`config.mk`:
```
export PLATFORM = sky130hd
export DESIGN_NAME = avalon_mm_master
export DESIGN_NICKNAME = d
export VERILOG_FILES = /design/src/rtl/avalon_pkg.sv /design/src/rtl/avalon_timeout_ctr.sv /design/src/rtl/avalon_mm_master.sv
export SDC_FILE = /design/constraint.sdc
export NUM_CORES = 1
export LEC_CHECK = 0
export CAP_MARGIN = 10
export CORE_MARGIN = 3
export CORE_UTILIZATION = 38
export DETAILED_ROUTE_END_ITERATION = 8
export PLACE_DENSITY = 0.76
export SLEW_MARGIN = 30
export SYNTH_ARGS = -nofsm -noshare
export SYNTH_HDL_FRONTEND = slang
export SYNTH_SLANG_ARGS = --single-unit
```
`constraint.sdc`:
```
create_clock -name clk -period 1.9 [get_ports clk]
set_input_delay 0.19 -clock clk [delete_from_list [all_inputs] [get_ports clk]]
set_output_delay 0.19 -clock clk [all_outputs]
set_load 0.005 [all_outputs]
```
`src/rtl/avalon_pkg.sv`:
```
// Shared types and defaults for the Avalon-MM master engine.
package avalon_pkg;

  localparam int unsigned AVM_ADDR_W      = 32;
  localparam int unsigned AVM_DATA_W      = 32;
  localparam int unsigned AVM_TIMEOUT_DEF = 1023;

  typedef enum logic [2:0] {
    IDLE    = 3'd0,
    RD_REQ  = 3'd1,
    RD_WAIT = 3'd2,
    WR_REQ  = 3'd3,
    DONE    = 3'd4
  } avm_state_t;

  // States in which a bus transfer is outstanding.
  function automatic logic is_busy(input avm_state_t s);
    return (s == RD_REQ) || (s == RD_WAIT) || (s == WR_REQ);
  endfunction

endpackage

```
`src/rtl/avalon_timeout_ctr.sv`:
```
// Stall watchdog: counts busy cycles and flags the cycle in which the limit is hit.
module avalon_timeout_ctr
  import avalon_pkg::*;
#(
  parameter int unsigned TIMEOUT = AVM_TIMEOUT_DEF
) (
  input  logic clk,
  input  logic reset_n,
  input  logic clr,
  input  logic en,
  output logic expired
);

  if (TIMEOUT == 0) begin : g_off
    logic unused_inputs;
    assign unused_inputs = ^{clk, reset_n, clr, en};
    assign expired       = 1'b0;
  end else begin : g_on
    localparam int unsigned CNT_W = $clog2(TIMEOUT + 1);

    logic [CNT_W-1:0] cnt_q;
    logic [CNT_W-1:0] cnt_d;

    // Saturating count of busy cycles since the last clear.
    always_comb begin
      cnt_d = cnt_q;
      if (clr) begin
        cnt_d = '0;
      end else if (en && (cnt_q != CNT_W'(TIMEOUT))) begin
        cnt_d = cnt_q + CNT_W'(1);
      end
    end

    always_ff @(posedge clk or negedge reset_n) begin
      if (!reset_n) begin
        cnt_q <= '0;
      end else begin
        cnt_q <= cnt_d;
      end
    end

    // The current busy cycle is the TIMEOUT-th one: abort at its closing edge.
    assign expired = en && !clr && (cnt_q == CNT_W'(TIMEOUT - 1));
  end

endmodule

```
`src/rtl/avalon_mm_master.sv`:
```
// Single-transfer Avalon-MM master driven by a four-phase start/done handshake.
module avalon_mm_master
  import avalon_pkg::*;
#(
  parameter int unsigned ADDR_W  = AVM_ADDR_W,
  parameter int unsigned DATA_W  = AVM_DATA_W,
  parameter bit          USE_RDV = 1'b1,
  parameter int unsigned TIMEOUT = AVM_TIMEOUT_DEF
) (
  input  logic                clk,
  input  logic                reset_n,
  input  logic                start,
  input  logic                read,
  input  logic                write,
  input  logic [ADDR_W-1:0]   address,
  input  logic [DATA_W-1:0]   dataWrite,
  output logic [DATA_W-1:0]   dataRead,
  output logic                done,
  output logic                busy,
  output logic                err,
  output logic [ADDR_W-1:0]   avm_address,
  output logic                avm_read,
  output logic                avm_write,
  output logic [DATA_W-1:0]   avm_writedata,
  output logic [DATA_W/8-1:0] avm_byteenable,
  input  logic                avm_waitrequest,
  input  logic [DATA_W-1:0]   avm_readdata,
  input  logic                avm_readdatavalid
);

  avm_state_t        state_q, state_d;
  logic [ADDR_W-1:0] addr_q, addr_d;
  logic [DATA_W-1:0] wdata_q, wdata_d;
  logic [DATA_W-1:0] rdata_q, rdata_d;
  logic              err_q, err_d;
  logic              done_q, done_d;
  logic              busy_q, busy_d;
  logic              rd_q, rd_d;
  logic              wr_q, wr_d;

  logic              tmo_clr;
  logic              tmo_en;
  logic              tmo_expired;

  avalon_timeout_ctr #(
    .TIMEOUT (TIMEOUT)
  ) u_timeout (
    .clk     (clk),
    .reset_n (reset_n),
    .clr     (tmo_clr),
    .en      (tmo_en),
    .expired (tmo_expired)
  );

  // Next-state and next-output logic.
  always_comb begin
    state_d = state_q;
    addr_d  = addr_q;
    wdata_d = wdata_q;
    rdata_d = rdata_q;
    err_d   = err_q;
    tmo_clr = 1'b0;
    tmo_en  = is_busy(state_q);

    case (state_q)
      IDLE: begin
        tmo_clr = 1'b1;
        if (start) begin
          if (read ^ write) begin
            err_d  = 1'b0;
            addr_d = address;
            if (write) begin
              wdata_d = dataWrite;
              state_d = WR_REQ;
            end else begin
              state_d = RD_REQ;
            end
          end else begin
            err_d   = 1'b1;
            state_d = DONE;
          end
        end
      end

      RD_REQ: begin
        // An accepted command wins over an expiry landing in the same cycle.
        if (!avm_waitrequest) begin
          if (!USE_RDV || avm_readdatavalid) begin
            rdata_d = avm_readdata;
            state_d = DONE;
          end else begin
            state_d = RD_WAIT;
          end
        end else if (tmo_expired) begin
          err_d   = 1'b1;
          state_d = DONE;
        end
      end

      RD_WAIT: begin
        if (avm_readdatavalid) begin
          rdata_d = avm_readdata;
          state_d = DONE;
        end else if (tmo_expired) begin
          err_d   = 1'b1;
          state_d = DONE;
        end
      end

      WR_REQ: begin
        if (!avm_waitrequest) begin
          state_d = DONE;
        end else if (tmo_expired) begin
          err_d   = 1'b1;
          state_d = DONE;
        end
      end

      DONE: begin
        if (!start) begin
          state_d = IDLE;
        end
      end

      default: begin
        state_d = IDLE;
      end
    endcase

    rd_d   = (state_d == RD_REQ);
    wr_d   = (state_d == WR_REQ);
    done_d = (state_d == DONE);
    busy_d = is_busy(state_d);
  end

  always_ff @(posedge clk or negedge reset_n) begin
    if (!reset_n) begin
      state_q <= IDLE;
      addr_q  <= '0;
      wdata_q <= '0;
      rdata_q <= '0;
      err_q   <= 1'b0;
      done_q  <= 1'b0;
      busy_q  <= 1'b0;
      rd_q    <= 1'b0;
      wr_q    <= 1'b0;
    end else begin
      state_q <= state_d;
      addr_q  <= addr_d;
      wdata_q <= wdata_d;
      rdata_q <= rdata_d;
      err_q   <= err_d;
      done_q  <= done_d;
      busy_q  <= busy_d;
      rd_q    <= rd_d;
      wr_q    <= wr_d;
    end
  end

  assign dataRead       = rdata_q;
  assign done           = done_q;
  assign busy           = busy_q;
  assign err            = err_q;
  assign avm_address    = addr_q;
  assign avm_read       = rd_q;
  assign avm_write      = wr_q;
  assign avm_writedata  = wdata_q;
  assign avm_byteenable = '1;

endmodule

```
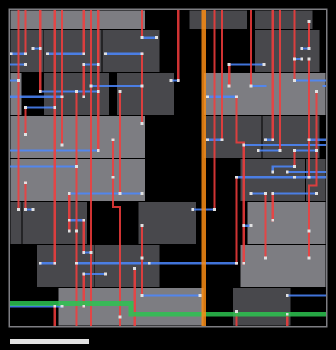
run_1/zoom.png
Scale bar: 5 um. Window x 48 to 68, y 71 to 91 um. Cells in grey, sequential cells in the stronger grey; small squares are vias.
layer	colour
met3	green
met2	red
met4	orange
met1	blue
netlist names of flops here include	dataRead (6)
cells with their middle in the window	20
most frequent	clkdlybuf4s50_1 (8), mux2_2 (6), dfrtp_1 (6)
sequential cells in the window	6

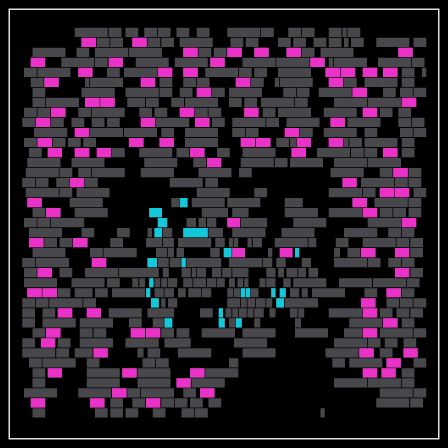
run_1/gate_families.png
family	colour	cells	most used
multiplexers	magenta	99	mux2_2
NOR gates	cyan	21	nor2_1
Non-Filler Instances: 701
Top cell excl fill/tap: clkdlybuf4s50_1

==> results.cfg, run 1 <==
; generated from flow reports
[routing]
top_layer = met4
drc = 0
wl_met2_mm = 5.63
drt_iter0_drc = 144
detail-route-antenna-nets = 0

[clock_tree]
insertion_delay_ns = 0.40
cts_max_path_buffers = 2
postCtsSetupRepairBufs = 0
clock_sinks = 114

[outcome]
status = complete, no violations

[floorplan]
chipArea_um2 = 13500
fp-row-count = 39
core_um2 = 11700

[final_timing]
max_freq_ghz = 0.549
tightest_slew_ns = 0.561

[cells_and_area]
layout.nets = 652
fin_area_um2 = 7510
clock_area_frac = 0.0745
logic_area_um2 = 1670
antennaDiodeCount = 0
dominant_cells = flip-flops and latches
flop_area_um2 = 2850
buffers = 222

[synthesis]
synth_cell_types = 42
yosys_cells = 320
synth-adder-area-share = 0.00813
edf_count = 0
synthCells = 320
synthTopLogicFamily = multiplexers
synth.avg_cell_area_um2 = 14.4
yosys_area_um2 = 4620
topCellsByArea = dfrtp_1 62%, mux2_2 16%, mux2_1 7.3%
synth_top_cell_by_area = dfrtp_1

[flow_run]
maxCapViolations = 0

[power_and_ir_drop]
seqPwrFrac = 0.354
p_leak_nw = 3.18
p_sw_frac = 0.258
pg_seq_w = 0.00412
power_leader = combinational cells

[critical_path]
rr_worst_depth = 5
cp-startpoint = state_q[0]$_DFF_PN0_
crit_cells = 5
r2r_slack_ns = 0.08
worst-path-buf-inv = 1
r2r_end = avm_writedata[28]$_DFFE_PN0P_

[global_route]
met2_usage = 0.282
antenna_found_initial = 0

[place]
dp_slack_ns = -0.170

[worst_hold_path]
min_path_type = input port to async pin
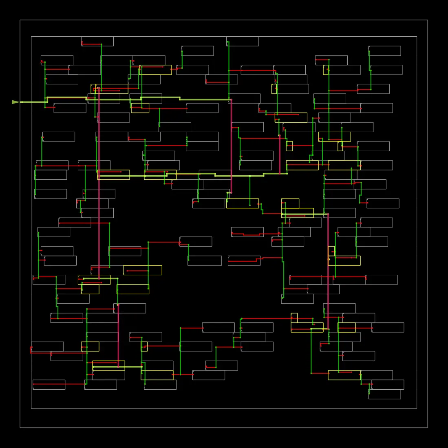
run_1/final_clocks.png
Seq Cell Count: 114
Num CTS Buffers: 17

==> run 2, diff against run 1 <==
--- a/config.mk
+++ b/config.mk
@@ -10,7 +10,6 @@
 export CORE_UTILIZATION = 38
 export DETAILED_ROUTE_END_ITERATION = 8
 export PLACE_DENSITY = 0.76
-export SLEW_MARGIN = 30
 export SYNTH_ARGS = -nofsm -noshare
 export SYNTH_HDL_FRONTEND = slang
 export SYNTH_SLANG_ARGS = --single-unit
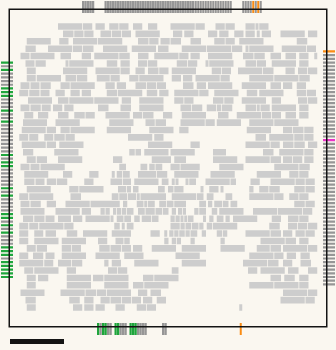
run_2/pins.png
Scale bar: 20 um. Pins as bars across the die edge, other pins in grey.
port	colour	pins	direction	edge
avm_write	magenta	1	output	east
address	green	32	input	24 west, 8 south
avm_byteenable	orange	4	output	2 north, 1 east, 1 south
all pins by edge	64 north, 64 east, 59 west, 21 south

==> run 2 against run 1 <==
Combinational power hardly changed; synthesized cell count stayed put; clock power hardly changed; wire length stayed put; sequential share of layout area stayed put; final cell count stayed put; register-to-register slack hardly changed.
==> results.cfg, run 2 <==
; generated from flow reports
[outcome]
status = complete, no violations

[cells_and_area]
logic_area_um2 = 1670
flops = 114
logic_gates = 187
antennaDiodeCount = 0
fin_area_um2 = 7510
layout.nets = 652
clock_area_frac = 0.0745
layout_top_cell = clkdlybuf4s50_1
fin_cells = 701
flop_area_um2 = 2850
dominant_cells = flip-flops and latches
buffers = 222

[final_timing]
max_freq_ghz = 0.549
fin_skew_ns = 0.00847
timing.final.ws_setup_ns = 0.0786
setup_tns_ns = 0
tightest_slew_ns = 0.561

[synthesis]
ys_sh_simple = 0.0659
synth_cell_types = 42
topCellsByArea = dfrtp_1 62%, mux2_2 16%, mux2_1 7.3%
synth-async-reset-ratio = 1.00
syn_area_um2 = 4620
yosys_cells = 320
synthXorXnorAreaFrac = 0
top_cells_by_count = 114 x dfrtp_1, 66 x mux2_2, 30 x mux2_1
synth_top_cell_by_count = dfrtp_1
synth.avg_cell_area_um2 = 14.4
synth_top_cell_by_area = dfrtp_1
yosys_area_um2 = 4620
edf_count = 0
synth-adder-area-share = 0.00813
synthCells = 320
synthTopLogicFamily = multiplexers

[critical_path]
critPathArrivalTime_ns = 2.09
worst-path-buf-inv = 1
rr_worst_depth = 5
r2r_end = avm_writedata[28]$_DFFE_PN0P_
r2r_slack_ns = 0.08
end_kind = register
crit_path_max_fanout = 32
cp-startpoint = state_q[0]$_DFF_PN0_
start_kind = register
crit_cells = 5

[power_and_ir_drop]
pg_seq_w = 0.00412
p_sw_frac = 0.258
p_leak_nw = 3.18
power_leader = combinational cells
seqPwrFrac = 0.354
netSwitchingPower_w = 0.00301
max-vdd-ir-drop_v = 0.00110

[clock_tree]
postCtsSetupRepairBufs = 0
clockRootBuffer = clkbuf_16
cts_resized = 0
clock_sinks = 114
cts_htree_levels = 4
cts_made_buffers = 17
insertion_delay_ns = 0.40
cts_max_path_buffers = 2

[routing]
detail-route-antenna-nets = 0
wl_met2_mm = 5.63
top_layer = met4
drt_iter0_drc = 144
drc = 0
via_per_inst = 4.92

[place]
gp_congestion = 0.862
dp_hpwl_mm = 8.50
dp_slack_ns = -0.170
dp.cells = 667

[floorplan]
n_tap_cell = 143
core_um2 = 11700
die_w_um = 116
io_pins = 208
fp_util = 0.396
chipArea_um2 = 13500
dieHeight_um = 116
fp-row-count = 39

[global_route]
grt_usage = 0.171
met3_usage = 0.0725
grt_pass1_wl_mm = 17.8
antenna_found_initial = 0
grt_remaining_overflow = 0
met2_usage = 0.282

[flow_run]
warnings = 31
maxCapViolations = 0

[worst_hold_path]
min_path_type = input port to async pin
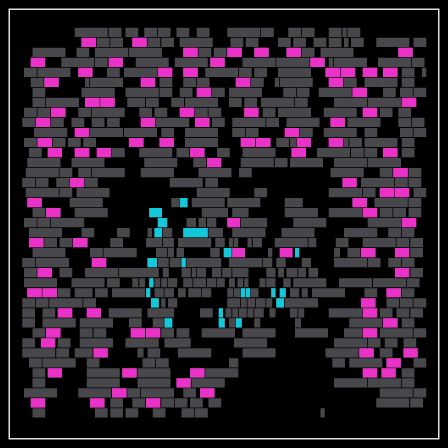
run_2/gate_families.png
family	colour	cells	most used
multiplexers	magenta	99	mux2_2
NOR gates	cyan	21	nor2_1
multi-input combinational area share: 0.223

==> run 3, diff against run 2 <==
--- a/config.mk
+++ b/config.mk
@@ -13,3 +13,4 @@
 export SYNTH_ARGS = -nofsm -noshare
 export SYNTH_HDL_FRONTEND = slang
 export SYNTH_SLANG_ARGS = --single-unit
+export TNS_END_PERCENT = 5
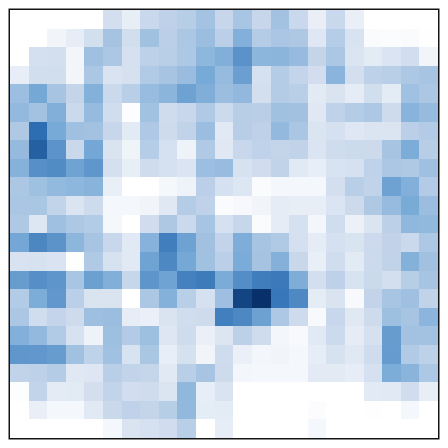
run_3/wire_density.png
The die is cut into 23 by 23 equal tiles; white is low, dark blue is high, scaled to the fullest tile. Values are wire area over tile area, all layers added.
mean over tiles	0.14
fullest tile	0.55
emptiest ninth of the die	south-east
vias post-DR: 3447
Post-Route WL: 11.4 mm
gr usage total: 0.171
DR WL/cell: 16.3 um

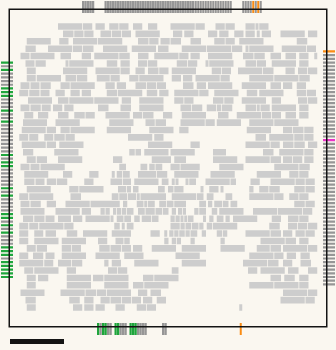
run_3/pins.png
Scale bar: 20 um. Pins as bars across the die edge, other pins in grey.
port	colour	pins	direction	edge
avm_write	magenta	1	output	east
address	green	32	input	24 west, 8 south
avm_byteenable	orange	4	output	2 north, 1 east, 1 south

==> run 3 against run 2 <==
Final cell count unchanged; synthesized area did not move; count of clock-buffer cells in the layout unchanged; core utilization is the same.
==> results.cfg, run 3 <==
; generated from flow reports
[cells_and_area]
flops = 114
clock_area_frac = 0.0745
logic_area_um2 = 1670
logic_gates = 187
fin_cells = 701
buffers = 222
fin_area_um2 = 7510
layout_top_cell = clkdlybuf4s50_1
dominant_cells = flip-flops and latches
antennaDiodeCount = 0
layout.nets = 652
flop_area_um2 = 2850
comb_area_frac = 0.223

[final_timing]
timing.final.ws_setup_ns = 0.0786
tightest_slew_ns = 0.561
max_freq_ghz = 0.549
fin_skew_ns = 0.00847

[power_and_ir_drop]
p_leak_nw = 3.18
max-vdd-ir-drop_v = 0.00110
netSwitchingPower_w = 0.00301
seqPwrFrac = 0.354
pg_seq_w = 0.00412

[synthesis]
synthTopLogicFamily = multiplexers
ys_sh_simple = 0.0659
synth-adder-area-share = 0.00813
topCellsByArea = dfrtp_1 62%, mux2_2 16%, mux2_1 7.3%
synth_top_cell_by_area = dfrtp_1
synthXorXnorAreaFrac = 0
synthCells = 320
synth_cell_types = 42
synth.avg_cell_area_um2 = 14.4
edf_count = 0
synth-async-reset-ratio = 1.00
synth_top_cell_by_count = dfrtp_1
yosys_area_um2 = 4620

[critical_path]
end_kind = register
r2r_end = avm_writedata[28]$_DFFE_PN0P_
critPathArrivalTime_ns = 2.09
r2r_slack_ns = 0.08
crit_path_max_fanout = 32
start_kind = register
rr_worst_depth = 5
worst-path-buf-inv = 1
crit_cells = 5

[outcome]
status = complete, no violations

[clock_tree]
postCtsSetupRepairBufs = 0
clockRootBuffer = clkbuf_16
cts_htree_levels = 4
insertion_delay_ns = 0.40
cts_max_path_buffers = 2
cts_resized = 0
clock_sinks = 114

[floorplan]
dieHeight_um = 116
fp_util = 0.396
chipArea_um2 = 13500
fp-row-count = 39
n_tap_cell = 143
core_um2 = 11700

[place]
dp_slack_ns = -0.170
dp.cells = 667
gp_congestion = 0.862

[routing]
via_per_inst = 4.92
wl_met2_mm = 5.63
top_layer = met4
drt_iter0_drc = 144
drc = 0
detail-route-antenna-nets = 0

[global_route]
grt_remaining_overflow = 0
grt_pass1_wl_mm = 17.8
antenna_found_initial = 0
met3_usage = 0.0725

[flow_run]
warnings = 31
maxCapViolations = 0
No activity file was given, so power comes from the tool's default toggle rates.
